==> src/rtl/multdiv_unit.sv <==
// Multi-cycle signed multiply/divide unit for the execute stage.
// Fixed WIDTH-cycle latency; shift-add multiply, restoring divide on magnitudes.
module multdiv_unit #(
   parameter int WIDTH = 32,
   parameter int CNTW  = 6
) (
   input  logic             clock,
   input  logic             reset,
   input  logic [WIDTH-1:0] data_operandA,
   input  logic [WIDTH-1:0] data_operandB,
   input  logic             ctrl_MULT,
   input  logic             ctrl_DIV,
   output logic [WIDTH-1:0] data_result,
   output logic             data_exception,
   output logic             data_resultRDY,
   output logic             busy
);

   typedef enum logic [1:0] {IDLE, RUN, DONE} state_t;

   state_t             state, state_nx;
   logic [CNTW-1:0]    cnt;
   logic               op_div, neg_res, div_zero, div_ovf;
   logic [2*WIDTH-1:0] acc, mcand;
   logic [WIDTH-1:0]   shreg;   // multiplier (mul) or dividend -> quotient (div)
   logic [WIDTH-1:0]   dvs, rem;

   logic               start, last;
   logic [WIDTH-1:0]   a_mag, b_mag;
   logic [2*WIDTH-1:0] acc_nx, prod;
   logic [WIDTH-1:0]   rem_nx, shreg_nx, quo, res_nx;
   logic [WIDTH:0]     rem_sh, diff, prod_hi;
   logic               exc_nx;

   assign start = (state != RUN) && (ctrl_MULT ^ ctrl_DIV);
   assign last  = (state == RUN) && (cnt == CNTW'(WIDTH - 1));
   assign a_mag = data_operandA[WIDTH-1] ? -data_operandA : data_operandA;
   assign b_mag = data_operandB[WIDTH-1] ? -data_operandB : data_operandB;

   assign busy           = (state == RUN);
   assign data_resultRDY = (state == DONE);

   always_ff @(posedge clock or posedge reset) begin
      if (reset) state <= IDLE;
      else       state <= state_nx;
   end

   always_comb begin
      state_nx = state;
      case (state)
         IDLE:    state_nx = start ? RUN : IDLE;
         RUN:     state_nx = last ? DONE : RUN;
         DONE:    state_nx = start ? RUN : IDLE;
         default: state_nx = IDLE;
      endcase
   end

   // One iteration of whichever operation is in flight, plus final sign/exception fix-up
   always_comb begin
      acc_nx   = acc;
      rem_nx   = rem;
      shreg_nx = shreg;
      rem_sh   = {rem, shreg[WIDTH-1]};
      diff     = rem_sh - {1'b0, dvs};
      if (op_div) begin
         if (!diff[WIDTH]) begin
            rem_nx   = diff[WIDTH-1:0];
            shreg_nx = {shreg[WIDTH-2:0], 1'b1};
         end else begin
            rem_nx   = rem_sh[WIDTH-1:0];
            shreg_nx = {shreg[WIDTH-2:0], 1'b0};
         end
      end else begin
         acc_nx   = shreg[0] ? acc + mcand : acc;
         shreg_nx = shreg >> 1;
      end

      prod    = neg_res ? -acc_nx : acc_nx;
      prod_hi = prod[2*WIDTH-1:WIDTH-1];
      quo     = shreg_nx;
      if (op_div) begin
         if (div_zero)                 res_nx = '0;
         else if (neg_res && quo != 0) res_nx = -quo;
         else                          res_nx = quo;
         exc_nx = div_zero | div_ovf;
      end else begin
         res_nx = prod[WIDTH-1:0];
         exc_nx = ~((&prod_hi) | ~(|prod_hi));
      end
   end

   always_ff @(posedge clock or posedge reset) begin
      if (reset) begin
         cnt            <= '0;
         op_div         <= 1'b0;
         neg_res        <= 1'b0;
         div_zero       <= 1'b0;
         div_ovf        <= 1'b0;
         acc            <= '0;
         mcand          <= '0;
         shreg          <= '0;
         dvs            <= '0;
         rem            <= '0;
         data_result    <= '0;
         data_exception <= 1'b0;
      end else if (start) begin
         cnt      <= '0;
         op_div   <= ctrl_DIV;
         neg_res  <= data_operandA[WIDTH-1] ^ data_operandB[WIDTH-1];
         div_zero <= (data_operandB == '0);
         div_ovf  <= (data_operandA == {1'b1, {(WIDTH-1){1'b0}}}) && (data_operandB == '1);
         acc      <= '0;
         mcand    <= {{WIDTH{1'b0}}, b_mag};
         shreg    <= a_mag;
         dvs      <= b_mag;
         rem      <= '0;
      end else if (state == RUN) begin
         cnt   <= cnt + 1'b1;
         acc   <= acc_nx;
         mcand <= mcand << 1;
         shreg <= shreg_nx;
         rem   <= rem_nx;
         if (last) begin
            data_result    <= res_nx;
            data_exception <= exc_nx;
         end
      end
   end

endmodule

==> config.mk <==
export PLATFORM = sky130hd
export DESIGN_NAME = multdiv_unit
export DESIGN_NICKNAME = d
export VERILOG_FILES = /design/src/rtl/multdiv_unit.sv
export SDC_FILE = /design/constraint.sdc
export NUM_CORES = 1
export LEC_CHECK = 0
export CORE_UTILIZATION = 28
export DETAILED_ROUTE_END_ITERATION = 7
export PLACE_DENSITY = 0.5
export SKIP_LAST_GASP = 1
export SYNTH_ARGS = -nofsm -noshare
export SYNTH_HDL_FRONTEND = slang
export SYNTH_SLANG_ARGS = --single-unit
==> constraint.sdc <==
create_clock -name clock -period 9.7 [get_ports clock]
set_input_delay 2.425 -clock clock [delete_from_list [all_inputs] [get_ports clock]]
set_output_delay 2.425 -clock clock [all_outputs]
set_load 0.01 [all_outputs]
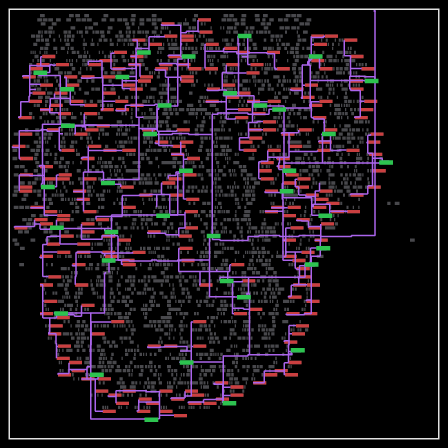
*Clock distribution, run 1*
(1.5 px per um)
- flip-flops: red (count 269)
- clock wires: purple (length 5,120 um)
- cells driving clock nets: green (count 37)
- routed clock nets: 38

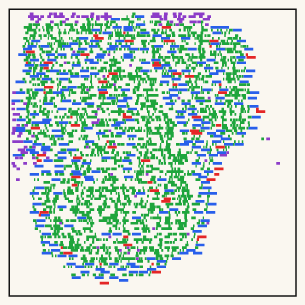
*Cell classes on the final placement, run 1*
(1 px per um)
- clock drivers and dummy loads: red (cells 67; share of their area 5.1%)
- all other logic: green (cells 2,460; share of their area 62%)
- flip-flops: blue (cells 269; share of their area 28%)
- other buffers and delay cells: purple (cells 136; share of their area 5.3%)

==> reports/qor.txt, run 1 <==
Post-route clock skew -> 34.53 ps
Cell type with the largest total area -> dfrtp_1
Tool warning count -> 33
DRC -> 0
Top post-synthesis cells by count -> nand2_1 (392), o21ai_0 (298), dfrtp_1 (269), a21oi_1 (209), nor2_1 (193)
Clock tree root buffer cell -> clkbuf_16
XOR/XNOR Area Share -> 7.053%
Die area -> 81,410 um^2
RePlAce Congestion -> 0.8979
Fin Setup TNS -> 0 ps
I/O Buffers -> 102
Post-CTS setup buffer count -> 0
Inst Count DP -> 3,915
Period utilization -> 71.02%
Crit-path max cell delay -> 950 ps
Post-cts sizing count -> 0
Crit-path leading delay family -> AND-OR/OR-AND gates
Post-synth regs -> 269
Adder Share, Synth -> 5.800%
Top cell type's share of synthesized area -> 29.95%
Hold_buf cts -> 0
Detail Route Antenna Nets -> 0
FFs w/ async S/R, synth -> 100.0%
RSZ-0062 raised after global routing -> no
Via Count -> 21,771
Core box area -> 79,260 um^2
Final cell count without fillers -> 3,982
Most common cell in the netlist -> nand2_1
Worst hold endpoint -> dvs[15]
Post-route cell area -> 25,730 um^2
Fillcell total -> 8,501
Worst Reg-to-Reg Cells -> 28
Syn Inst Count -> 2,912
Width of the die -> 285.3 um
Minimum clock period -> 6888 ps
CP startpoint kind -> flop
Max clock buf depth -> 3
Worst Path Max Fanout -> 30
Worst setup EP type -> flop
Pre-antenna DRT Iters -> 5
Run status -> complete, no violations
Comb gate area -> 14,810 um^2
Routed wire length -> 77.13 mm
Worst reg2reg startpoint -> shreg[31]
F_max -> 145.2 MHz
R2R Setup Slk -> 2810 ps
Fin worst setup slack -> 2812 ps
Floorplan Nets -> 3,083
# diodes -> 0
# setup viols final -> 0
Critical Path AT -> 7330 ps
Initial drt markers -> 1,682
Yosys stat area -> 22,480 um^2
Worst-margin pin slew -> 1228 ps
And+or+nand+nor area frac -> 23.41%
Vertical die size -> 285.3 um
Clk Latency, worst-skew pair -> 580 ps
Pre-CTS setup slack -> 2930 ps
Post-synth EDFFs -> 0
CTS tree -> done
Yosys Instances -> 2,912
Worst IR drop on VDD -> 0.1945 mV
Hold Path Class -> reg -> reg
Floorplan Utilization -> 28.36%
Post-DP HPWL -> 55.96 mm
Cell variety after synth -> 98
Initial antenna violation count -> 0
R2r endpoint -> data_result[27]
Worst hold start -> dvs[15]
Seq share, synth -> 29.95%
Row cnt -> 103
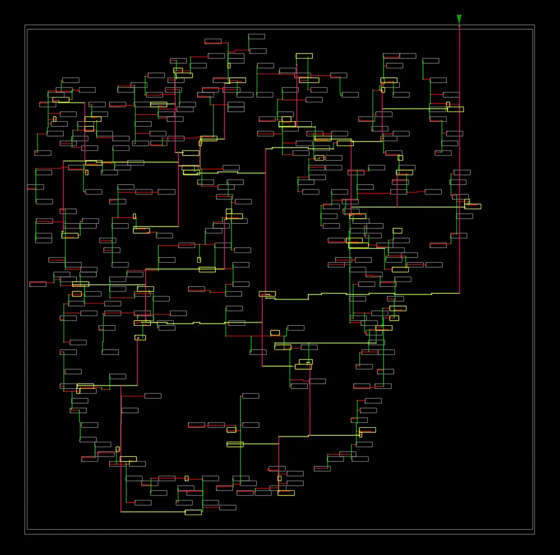
*The clock network, run 1*
# clock sinks: 269
CTS Buf Count: 37

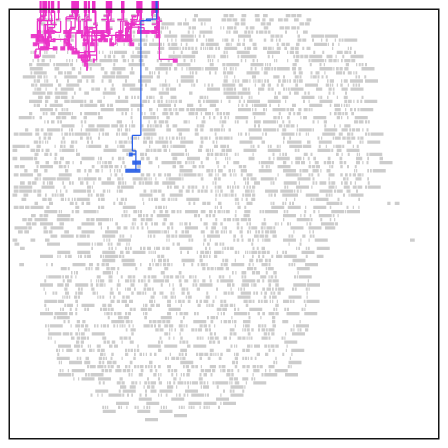
*Wires at chosen ports, followed through buffers, run 1*
(1.5 px per um)
- data_operandA: magenta (bits 32; direction input; edge top; end cells 76; buffers 32; wire 1,280 um)
- ctrl_DIV: blue (bits 1; direction input; edge top; end cells 3; buffers 1; wire 131 um)

-- run 1: registers in the layout (all words and copies together), names as in the netlist --
name            cells
acc                64
cnt                 6
data_exception      1
data_result        32
div_ovf             1
div_zero            1
dvs                32
mcand              64
neg_res             1
op_div              1
rem                32
shreg              32
state               2
-- run 1: cells by family after synthesis --
| kind of cell | count (synthesis) |
|---|---|
| simple gates | 1096 |
| compound gates | 948 |
| flops | 269 |
| buf+inv | 267 |
| xor+xnor | 181 |
| fa+ha+maj | 103 |
| mux | 48 |
-- run 1: tightest hold or removal path, delay by kind of cell, from the launching register on --
| kind | cells | cell delay, ps |
|---|---|---|
| flip-flops | 1 | 340 |
| AND-OR/OR-AND | 1 | 60 |
| AND/OR/NAND/NOR | 1 | 40 |
-- run 1: where the power goes --
group	switching [mW]	internal [mW]
clock network	0.580	0.846
registers	0.436	1.56
logic	3.68	2.09
-- run 1: routing by layer --
metal	track usage, %	part of all wire, %	vias up
met5	0	0	-
met4	4.278	1.9	0
met3	2.664	4.8	87
met2	28.79	45	473
met1	26.74	48	10493
li1	-	-	10718
-- run 1: per-stage QoR --
step                util, %  hold WS [ps]
global placement      30.89         461.6
detailed placement    30.89         466.8
CTS                   32.47         480.4
global route          32.47         498.6
finish                32.47         475.1
floorplan                 -         441.9
-- run 1: cells in the final DEF (no fill, tap or decap), types with 45 or more instances in the layout --
cell type,synthesis,layout
a21oi_1,209,209
nor2_1,193,193
nand3_1,179,179
o21a_1,45,45
clkdlybuf4s50_1,0,102
nand4_1,53,53
o21ai_0,298,297
inv_1,81,79
xor2_1,111,109
nand2_1,392,389
nor3_1,68,68
a21o_1,59,59
xnor2_1,70,68
o31ai_1,48,48
ha_1,101,101
dfrtp_1,269,267
-- run 1: how the worst max path moves through the flow --
stage                    from               to  slack (ps)  cells past startpoint
detailed placement  shreg[31]  data_result[27]        2930                     28
floorplan              op_div   data_exception        3700                     23
global route        shreg[31]  data_result[27]        2270                     28
finish              shreg[31]  data_result[27]        2810                     28
CTS                 shreg[31]  data_result[27]        2890                     28
global placement    shreg[31]  data_result[27]        3020                     28
-- run 1: cell type report --
class | instances | share of cell area (%)
multi-input combinational | 2376 | 57.57
sequential | 269 | 26.17
tap | 1050 | 5.105
timing repair buffer | 136 | 5.056
clock buffer | 53 | 4.264
inverter | 84 | 1.240
clock inverter | 14 | 0.6029
--- run 2 (diff from run 1) ---
--- a/config.mk
+++ b/config.mk
@@ -7,7 +7,7 @@
 export LEC_CHECK = 0
 export CORE_UTILIZATION = 28
 export DETAILED_ROUTE_END_ITERATION = 7
-export PLACE_DENSITY = 0.5
+export PLACE_DENSITY = 0.48
 export SKIP_LAST_GASP = 1
 export SYNTH_ARGS = -nofsm -noshare
 export SYNTH_HDL_FRONTEND = slang
==> constraint.sdc (replaced) <==
create_clock -name clock -period 6.7 [get_ports clock]
set_input_delay 1.675 -clock clock [delete_from_list [all_inputs] [get_ports clock]]
set_output_delay 1.675 -clock clock [all_outputs]
set_load 0.01 [all_outputs]
==> run 2 against run 1 <==
Synthesized cell count unchanged. Fmax rose by 11%. Routed wire length grew 1.9%. Sequential cell count unchanged. Largest power group unchanged.
==> reports/qor.txt, run 2 <==
Width of the die -> 285.3 um
I/O Buffers -> 102
Floorplan Utilization -> 28.36%
Via density per instance -> 5.470
Fin Setup TNS -> 0 ps
Clock tree root buffer cell -> clkbuf_16
Hold_buf cts -> 0
Die area -> 81,410 um^2
Max clock buf depth -> 3
Routed wire length -> 78.60 mm
F_max -> 161.4 MHz
XOR/XNOR Area Share -> 7.053%
Post-synth EDFFs -> 0
RePlAce Congestion -> 0.9349
Commonest cells after routing, fill and taps aside -> nand2_1 (389), o21ai_0 (297), dfrtp_1 (267)
# clock sinks -> 269
Run status -> complete, no violations
CP startpoint kind -> flop
Dominant flop cell -> dfrtp_1
Via Count -> 21,837
Initial drt markers -> 1,776
Top cell type's share of synthesized area -> 29.95%
# setup viols final -> 0
Most used logic cell in the final layout -> nand2_1
Initial antenna violation count -> 0
FFs w/ async S/R, synth -> 100.0%
Vertical die size -> 285.3 um
Cell type with the largest total area -> dfrtp_1
Fin util -> 32.66%
Adder Share, Synth -> 5.800%
Row cnt -> 103
Yosys Instances -> 2,912
Yosys stat area -> 22,480 um^2
# diodes -> 0
Pre-antenna DRT Iters -> 5
Worst setup EP type -> flop
Detail Route Antenna Nets -> 0
Syn Inst Count -> 2,912
Post-cts sizing count -> 0
Top cells, area -> dfrtp_1 (30%), o21ai_0 (6.6%), nand2_1 (6.5%)
Fraction of layout instances using a drive strength above 1 -> 5.472%
Period utilization -> 92.45%
Post-synth regs -> 269
Worst IR drop on VDD -> 0.3843 mV
Core box area -> 79,260 um^2
CTS tree -> done
Critical Path AT -> 6640 ps
Fillcell total -> 8,586
Post-CTS setup buffer count -> 0
Cell variety after synth -> 98
Tool warning count -> 33
RSZ-0062 raised after global routing -> no
Clk Latency, worst-skew pair -> 580 ps
DRC -> 0
Post-DP HPWL -> 57.60 mm
CTS Buf Count -> 37
Most common cell in the netlist -> nand2_1
Top post-synthesis cells by count -> nand2_1 (392), o21ai_0 (298), dfrtp_1 (269), a21oi_1 (209), nor2_1 (193)
Worst-margin pin slew -> 1262 ps
Comb gate area -> 14,820 um^2
## run 2: cell counts after synthesis
Identical to the previous run, type by type.
## run 2: cell families after synthesis
logic type,after synthesis
XOR/XNOR,181
AND-OR/OR-AND,948
flip-flops,269
AND/OR/NAND/NOR,1096
multiplexers,48
buffers and inverters,267
adder cells (fa/ha/maj),103
## run 2: layer usage
layer / vias up / track usage, % / part of all wire [%] / wire, um
li1: 10746 / - / - / -
met1: 10533 / 27.37 / 49 / 38360
met2: 477 / 29.57 / 45 / 35000
met3: 81 / 2.672 / 4.9 / 3820
met4: 0 / 4.104 / 1.8 / 1417
met5: - / 0 / 0 / 0
## run 2: critical path, cell delays in order (launching register included)
cell,delay [ps]
dfrtp_1,420
ha_1,460
nand2_1,130
or3_1,400
or3b_1,410
a21o_1,270
a2111oi_1,830
nor3_1,160
nor3_1,210
nand4_1,300
nor4_4,570
nand4_2,340
or4_1,490
a211o_1,300
a221oi_1,280
nand4bb_1,170
nor2_1,130
a41o_1,110
a21oi_1,60
## run 2: path summary, 6_finish.rpt
kind,startpoint,end,slack (ps),cells after the start
min,dvs[21],dvs[21],470,2
max reg2reg,acc[12],data_exception,510,18
min in group asynchronous,reset,mcand[25],1680,3
max in group asynchronous,reset,neg_res,4240,3
min reg2reg,dvs[21],dvs[21],470,2
max,acc[12],data_exception,510,18
## run 2: report_power, final
part | internal [mW] | switching, mW
clock network | 1.27 | 0.847
registers | 2.26 | 0.625
logic | 3.06 | 5.39
## run 2: stage by stage
step / setup WS [ps] / cells / hold slack, ps / cell area, um^2
final: 506.1 / 3992 / 473.9 / 25890
after floorplan: 696.0 / 2912 / 441.9 / 22480
after CTS: 502.6 / 3992 / 483.3 / 25880
after global routing: 5.353 / 3992 / 499.6 / 25890
after global placement: 587.9 / 3927 / 461.1 / 24600
after detailed placement: 538.0 / 3927 / 470.3 / 24600
## run 2: layout make-up
cell class / count / share of cell area [%]
multi-input cells: 2376 / 57.23
well taps: 1050 / 5.075
clock buffers: 56 / 4.277
repair buffers: 148 / 5.485
clock inverters: 9 / 0.6863
flip-flops and latches: 269 / 26.01
inverters: 84 / 1.232
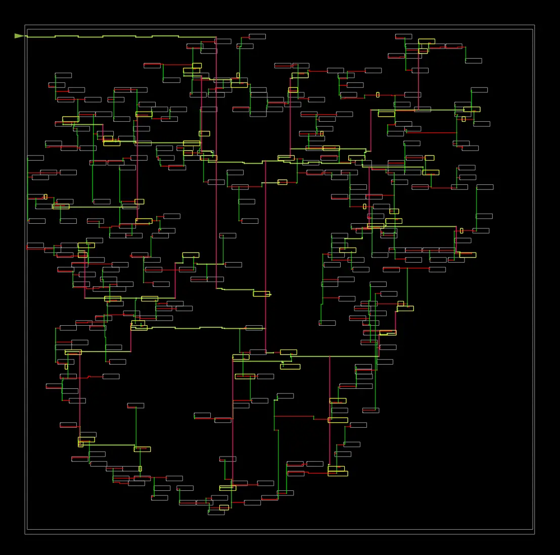
*The clock network, run 2*
post-route clock skew: 24.98 ps
clock group total power: 2.11 mW

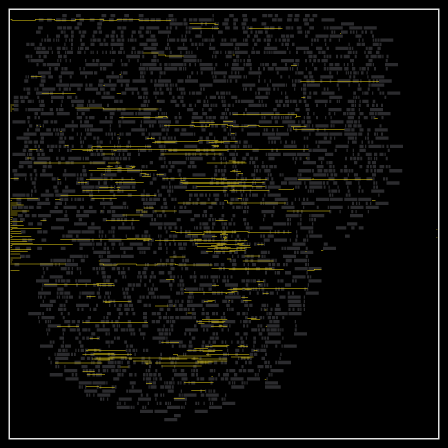
*Met3 routing, run 2*
(1.5 px per um)
- wire length on this layer: 3,820 um
- longest straight run: 144 um
- share of all routed wire: 4.9%
- nets with wire on the layer: 200
- main direction: horizontal

--- run 3 (diff from run 2) ---
--- a/config.mk
+++ b/config.mk
@@ -8,7 +8,6 @@
 export CORE_UTILIZATION = 28
 export DETAILED_ROUTE_END_ITERATION = 7
 export PLACE_DENSITY = 0.48
-export SKIP_LAST_GASP = 1
 export SYNTH_ARGS = -nofsm -noshare
 export SYNTH_HDL_FRONTEND = slang
 export SYNTH_SLANG_ARGS = --single-unit
==> run 3 against run 2 <==
Clock power barely moved. Critical endpoint unchanged. Combinational power about the same. Clock skew stayed put.
==> reports/qor.txt, run 3 <==
Most used logic cell in the final layout -> nand2_1
Cell type with the largest total area -> dfrtp_1
Tightest hold margin -> 473.9 ps
Pre-antenna DRT Iters -> 5
Switching share of power -> 51.00%
Via density per instance -> 5.470
Core box area -> 79,260 um^2
Tool warning count -> 33
FFs w/ async S/R, synth -> 100.0%
Minimum clock period -> 6194 ps
Floorplan Utilization -> 28.36%
Top post-synthesis cells by count -> nand2_1 (392), o21ai_0 (298), dfrtp_1 (269), a21oi_1 (209), nor2_1 (193)
Run status -> complete, no violations
Most used routing layer -> met2
Via Count -> 21,837
RePlAce Congestion -> 0.9349
Fraction of layout instances using a drive strength above 1 -> 5.472%
Initial drt markers -> 1,776
Top cells, area -> dfrtp_1 (30%), o21ai_0 (6.6%), nand2_1 (6.5%)
Post-DP HPWL -> 57.60 mm
Floorplan Nets -> 3,083
Max clock buf depth -> 3
Routed wire length -> 78.60 mm
Period utilization -> 92.45%
Worst IR drop on VDD -> 0.3843 mV
Int Power -> 6.593 mW
CTS tree -> done
CTS Buf Count -> 37
Yosys stat area -> 22,480 um^2
Largest regs -> acc: 64 flops, mcand: 64 flops
Clk pwr share -> 15.7%
Critical Path AT -> 6640 ps
CP startpoint kind -> flop
Clock tree root buffer cell -> clkbuf_16
Worst Path Max Fanout -> 10
Net switching power -> 6.861 mW
run 3: kinds of logic (layout without fill, tap and decap cells):
group                      after synthesis  count (layout)  share of synthesized area, %
adders and majority gates              103             103                         5.800
AOI/OAI and AO/OA                      948             948                         27.08
and+or+nand+nor                       1096            1096                         23.41
xor gates and xnor gates               181             181                         7.053
buffers and inverters                  267             297                         4.537
DFF                                    269             269                         29.95
muxes                                   48              48                         2.171
run 3: path summary, 6_finish.rpt:
| path | startpoint | end | slack [ps] |
|---|---|---|---|
| max | acc[12] | data_exception | 510 |
| max reg2reg | acc[12] | data_exception | 510 |
| max in group asynchronous | reset | neg_res | 4240 |
| min reg2reg | dvs[21] | dvs[21] | 470 |
| min in group asynchronous | reset | mcand[25] | 1680 |
| min | dvs[21] | dvs[21] | 470 |
run 3: what timing repair did:
action,CTS,global route
resized,0,3
hold buffers,0,0
setup endpoints to repair,0,23
run 3: worst max-delay path, stage by stage (launching register included):
cell and delay (ps):
dfrtp_1 420, ha_1 460, nand2_1 130, or3_1 400, or3b_1 410, a21o_1 270, a2111oi_1 830, nor3_1 160
nor3_1 210, nand4_1 300, nor4_4 570, nand4_2 340, or4_1 490, a211o_1 300, a221oi_1 280, nand4bb_1 170
nor2_1 130, a41o_1 110, a21oi_1 60
run 3: final cells by class:
class | count | area, um^2
Clock inverter | 9 | 177.7
Sequential cell | 269 | 6734
Inverter | 84 | 319.1
Timing Repair Buffer | 148 | 1420
Tap cell | 1050 | 1314
Clock buffer | 56 | 1107
Multi-Input combinational cell | 2376 | 14820
Fill cell | 8586 | 53370
run 3: power groups by stage:
| stage | Sequential [mW] | Clock, mW | Combinational [mW] |
|---|---|---|---|
| after floorplan | 2.66 | 0 | 6.19 |
| after global placement | 2.89 | 0 | 8.36 |
| after detailed placement | 2.90 | 0 | 8.35 |
| after CTS | 2.88 | 2.18 | 8.38 |
| after global routing | 2.98 | 2.23 | 9.38 |
| final | 2.89 | 2.11 | 8.45 |
run 3: per-stage QoR:
stage / cell area [um^2] / worst slack (ps) / std cells / util, %
final: 25890 / 506.1 / 3992 / 32.66
after detailed placement: 24600 / 538.0 / 3927 / 31.03
after global placement: 24600 / 587.9 / 3927 / 31.03
after floorplan: 22480 / 696.0 / 2912 / -
after CTS: 25880 / 502.6 / 3992 / 32.66
after global routing: 25890 / 5.353 / 3992 / 32.66
run 3: metal layers:
layer  up-vias  part of all wire, %
li1      10746                    -
met1     10533                   49
met3        81                  4.9
met4         0                  1.8
met5         -                    0
met2       477                   45
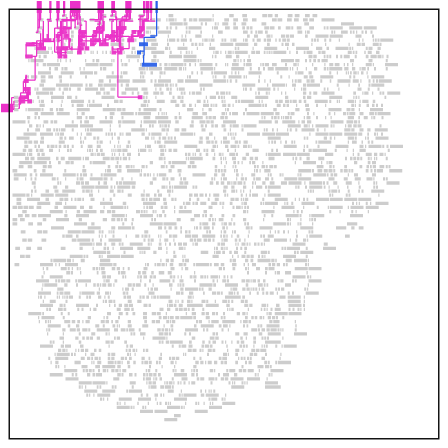
*Wires at chosen ports, followed through buffers, run 3*
(1.5 px per um)
- data_operandA: magenta (bits 32; direction input; edge 28 top, 4 left; end cells 76; buffers 32; wire 1,240 um)
- ctrl_DIV: blue (bits 1; direction input; edge top; end cells 3; buffers 1; wire 51.0 um)

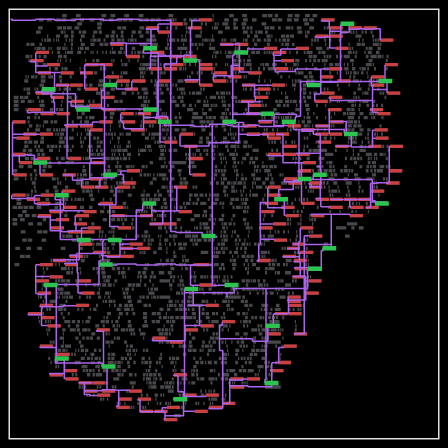
*Clock distribution, run 3*
(1.5 px per um)
- flip-flops: red (count 269)
- cells driving clock nets: green (count 37)
- clock wires: purple (length 5,150 um)
- routed clock nets: 38
- flops lie: widely spread

Power and IR drop assume default switching activity.
